$ cat config.mk
export PLATFORM = sky130hd
export DESIGN_NAME = yapp_input_arbiter
export DESIGN_NICKNAME = d
export VERILOG_FILES = /design/src/rtl/yapp_input_arbiter.sv
export SDC_FILE = /design/constraint.sdc
export NUM_CORES = 1
export LEC_CHECK = 0
export ABC_AREA = 1
export ABC_CLOCK_PERIOD_IN_PS = 2300
export CAP_MARGIN = 20
export CORE_MARGIN = 1.5
export CORE_UTILIZATION = 49
export DETAILED_ROUTE_END_ITERATION = 10
export GPL_TIMING_DRIVEN = 0
export PLACE_DENSITY = 0.77
export SYNTH_ARGS = -nofsm -noshare
export SYNTH_HDL_FRONTEND = slang
export SYNTH_SLANG_ARGS = --single-unit
$ cat constraint.sdc
create_clock -name clock -period 2.3 [get_ports clock]
set_clock_uncertainty 0.1 [all_clocks]
set_input_delay 0.69 -clock clock [delete_from_list [all_inputs] [get_ports clock]]
set_output_delay 0.69 -clock clock [all_outputs]
set_load 0.005 [all_outputs]
$ cat src/rtl/yapp_input_arbiter.sv
`default_nettype none
// ============================================================================
// Module      : yapp_input_arbiter
// Description : Packet-level round-robin arbiter that merges NUM_SRC YAPP
//               sources onto the single router input port.
// Revision    : 1.0 - initial release
// ============================================================================
module yapp_input_arbiter #(
    parameter int NUM_SRC     = 3,
    parameter int STALL_LIMIT = 16
) (
    input  logic                 clock,
    input  logic                 reset,
    input  logic [8*NUM_SRC-1:0] src_data,
    input  logic [NUM_SRC-1:0]   src_vld,
    output logic [NUM_SRC-1:0]   src_suspend,
    input  logic [NUM_SRC-1:0]   src_enable,
    output logic [7:0]           in_data,
    output logic                 in_data_vld,
    input  logic                 in_suspend,
    output logic [NUM_SRC-1:0]   grant,
    output logic                 pkt_done,
    output logic                 pkt_abort
);

    localparam int c_IW = $clog2(NUM_SRC);

    typedef enum logic [0:0] {
        S_IDLE = 1'b0,
        S_XFER = 1'b1
    } state_t;

    state_t          state_q, state_d;
    logic [c_IW-1:0] gidx_q, gidx_d;
    logic [c_IW-1:0] last_q, last_d;
    logic            first_q, first_d;
    logic [6:0]      rem_q, rem_d;
    logic [7:0]      stall_q, stall_d;
    logic            done_q, done_d;
    logic            abort_q, abort_d;

    logic [NUM_SRC-1:0] w_cand;
    logic               w_found;
    logic [c_IW-1:0]    w_pick;
    logic [7:0]         w_sel_data;
    logic               w_sel_vld;
    logic               w_accept;

    assign w_cand     = src_vld & src_enable;
    assign w_sel_data = src_data[8*int'(gidx_q) +: 8];
    assign w_sel_vld  = src_vld[gidx_q];
    assign pkt_done   = done_q;
    assign pkt_abort  = abort_q;

    // First candidate searching upward from the source after last_grant.
    always_comb begin
        int idx;
        idx     = 0;
        w_found = 1'b0;
        w_pick  = '0;
        for (int k = 1; k <= NUM_SRC; k++) begin
            idx = (int'(last_q) + k) % NUM_SRC;
            if (!w_found && w_cand[idx]) begin
                w_found = 1'b1;
                w_pick  = c_IW'(idx);
            end
        end
    end

    always_comb begin
        state_d     = state_q;
        gidx_d      = gidx_q;
        last_d      = last_q;
        first_d     = first_q;
        rem_d       = rem_q;
        stall_d     = stall_q;
        done_d      = 1'b0;
        abort_d     = 1'b0;
        in_data     = '0;
        in_data_vld = 1'b0;
        src_suspend = '1;
        grant       = '0;
        w_accept    = 1'b0;
        case (state_q)
            S_IDLE: begin
                if (w_found) begin
                    state_d = S_XFER;
                    gidx_d  = w_pick;
                    last_d  = w_pick;
                    first_d = 1'b1;
                    stall_d = '0;
                end
            end
            S_XFER: begin
                in_data             = w_sel_data;
                in_data_vld         = w_sel_vld;
                src_suspend[gidx_q] = in_suspend;
                grant[gidx_q]       = 1'b1;
                w_accept            = w_sel_vld && !in_suspend;
                if (first_q) begin
                    // A source that withdraws before its header is simply released.
                    if (!w_sel_vld) begin
                        state_d = S_IDLE;
                    end else if (w_accept) begin
                        rem_d   = {1'b0, w_sel_data[7:2]} + 7'd1;
                        first_d = 1'b0;
                    end
                end else begin
                    if (w_accept) begin
                        if (rem_q == 7'd1) begin
                            done_d  = 1'b1;
                            state_d = S_IDLE;
                        end else begin
                            rem_d = rem_q - 7'd1;
                        end
                    end
                    if (w_sel_vld) begin
                        stall_d = '0;
                    end else if (!in_suspend) begin
                        stall_d = stall_q + 8'd1;
                        if (stall_d == 8'(STALL_LIMIT)) begin
                            abort_d = 1'b1;
                            state_d = S_IDLE;
                        end
                    end
                end
            end
            default: state_d = S_IDLE;
        endcase
    end

    always_ff @(posedge clock) begin
        if (reset) begin
            state_q <= S_IDLE;
            gidx_q  <= '0;
            last_q  <= c_IW'(NUM_SRC - 1);
            first_q <= 1'b0;
            rem_q   <= '0;
            stall_q <= '0;
            done_q  <= 1'b0;
            abort_q <= 1'b0;
        end else begin
            state_q <= state_d;
            gidx_q  <= gidx_d;
            last_q  <= last_d;
            first_q <= first_d;
            rem_q   <= rem_d;
            stall_q <= stall_d;
            done_q  <= done_d;
            abort_q <= abort_d;
        end
    end

endmodule
`default_nettype wire

**Run 1: register map, names as in the netlist**

Other sequential cells in the stronger grey, the rest of the logic in the fainter grey.
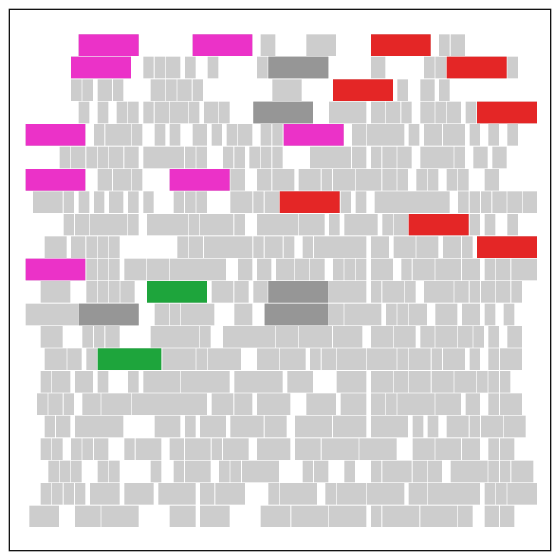
Key: gidx_q = green [sequential cells 2]; rem_q = red [sequential cells 7, where north-east]; stall_q = magenta [sequential cells 8, where north-west]
Another 5 sequential cells are not coloured.

**Run 1: the metal 3 layer**

Bar = 20 µm.
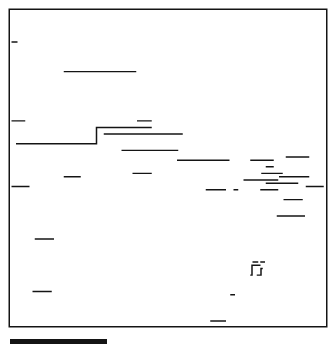
The wires run mostly horizontal. 27 nets have wire on it. The layer holds 2.9% of the routed length. The layer carries 174 µm of wire.

==> flow_summary.yaml <==
# generated from flow reports
timing:
  slew_violations: 0
  worst_slack_ns: 0.04525
  slew_headroom_pct: 70.47
  holdWs_ns: 0.4543
  timing.fmax_mhz: 443.5
final_layout:
  clkCellAreaFrac_pct: 1.898
  inverters: 44
  fin_util_pct: 78.05
  ff_latch_area_um2: 442.9
  sh_seq_area_pct: 15.27
worst_hold_path:
  hold_end: "rem_q[1]"
  holdCritPathClass: "register to register"
run_status:
  status: "finished clean"
synth:
  edf_count: 0
  synth.top_cell.area_share_pct: 23.04
  avgSynthCellArea_um2: 6.012
  yosys.area_share.adder_pct: 3.927
global_routing:
  grt_usage_pct: 27.83
  grt_overflow: 0
  gr-max-usage-layer: "met2"
route:
  first_pass_iters: 4
  initialDrtViolationCount: 152
  ant_nets: 0
  drc_errors: 0
clock_tree:
  cts-root-buf: "clkbuf_8"
  cts.path.max_buffers: 2
placement:
  place_ws_ns: -0.5919
critical_path:
  end_kind: "primary output"
  worstPathArrival_ns: 1.46
  crit_path_max_incr_delay_ns: 0.33
floorplanning:
  initial_core_util_pct: 51.45
power_and_ir_drop:
  comb_cell_power_uw: 2300
**Run 1: selected gate families**

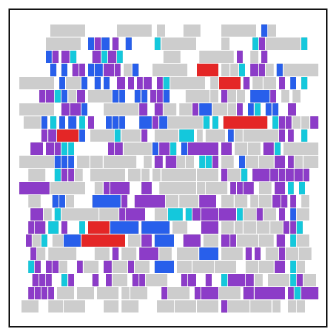
Key: inverters = cyan [cells 44, most used inv_1, where all over the die]; adder and majority cells = red [cells 6, most used ha_1]; NOR gates = blue [cells 54, most used nor2_1]; NAND gates = purple [cells 142, most used nand2_1, where all over the die]
Layout Cells excl Fill: 449
combinational share of cell area: 48.49%
most frequent logic cell in the layout: nand2_1

**Run 1: signal wires on met2**

Cells faint in the background.
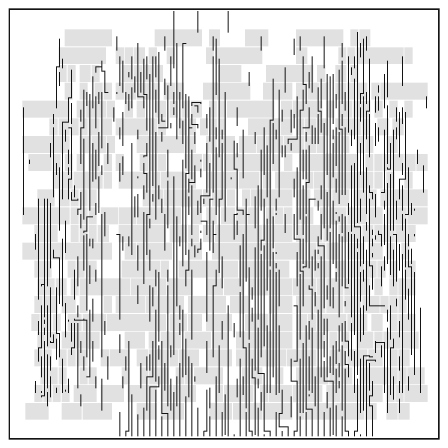
The wires run mostly vertical. The layer holds 52% of the routed length. 364 nets have wire on it. The longest straight run is 29.1 µm. The layer carries 3,180 µm of wire.
met2 GRT Util: 50.13%
routed vias: 2,353
Post-Route WL: 6088 µm

-- run 1: worst reg2reg max path, cell delays in order (launching register included) --
cell	delay, ns
dfxtp_2	0.33
buf_6	0.14
nor2_4	0.28
nand2_1	0.12
nand3_2	0.11
buf_4	0.11
buf_4	0.09
buf_4	0.09
buf_4	0.09
buf_4	0.09
buf_4	0.12
nand2_1	0.05
nor2_1	0.12
nand2_1	0.07
nand2_1	0.06
nand3_1	0.06
a21oi_1	0.13
-- run 1: repair_timing --
item                                   4_1_cts  5_1_grt
setup buffers                               26        4
endpoints found under the hold margin        0        0
setup endpoints to repair                   15       26
pin swaps                                   15       13
gates resized                               70       37
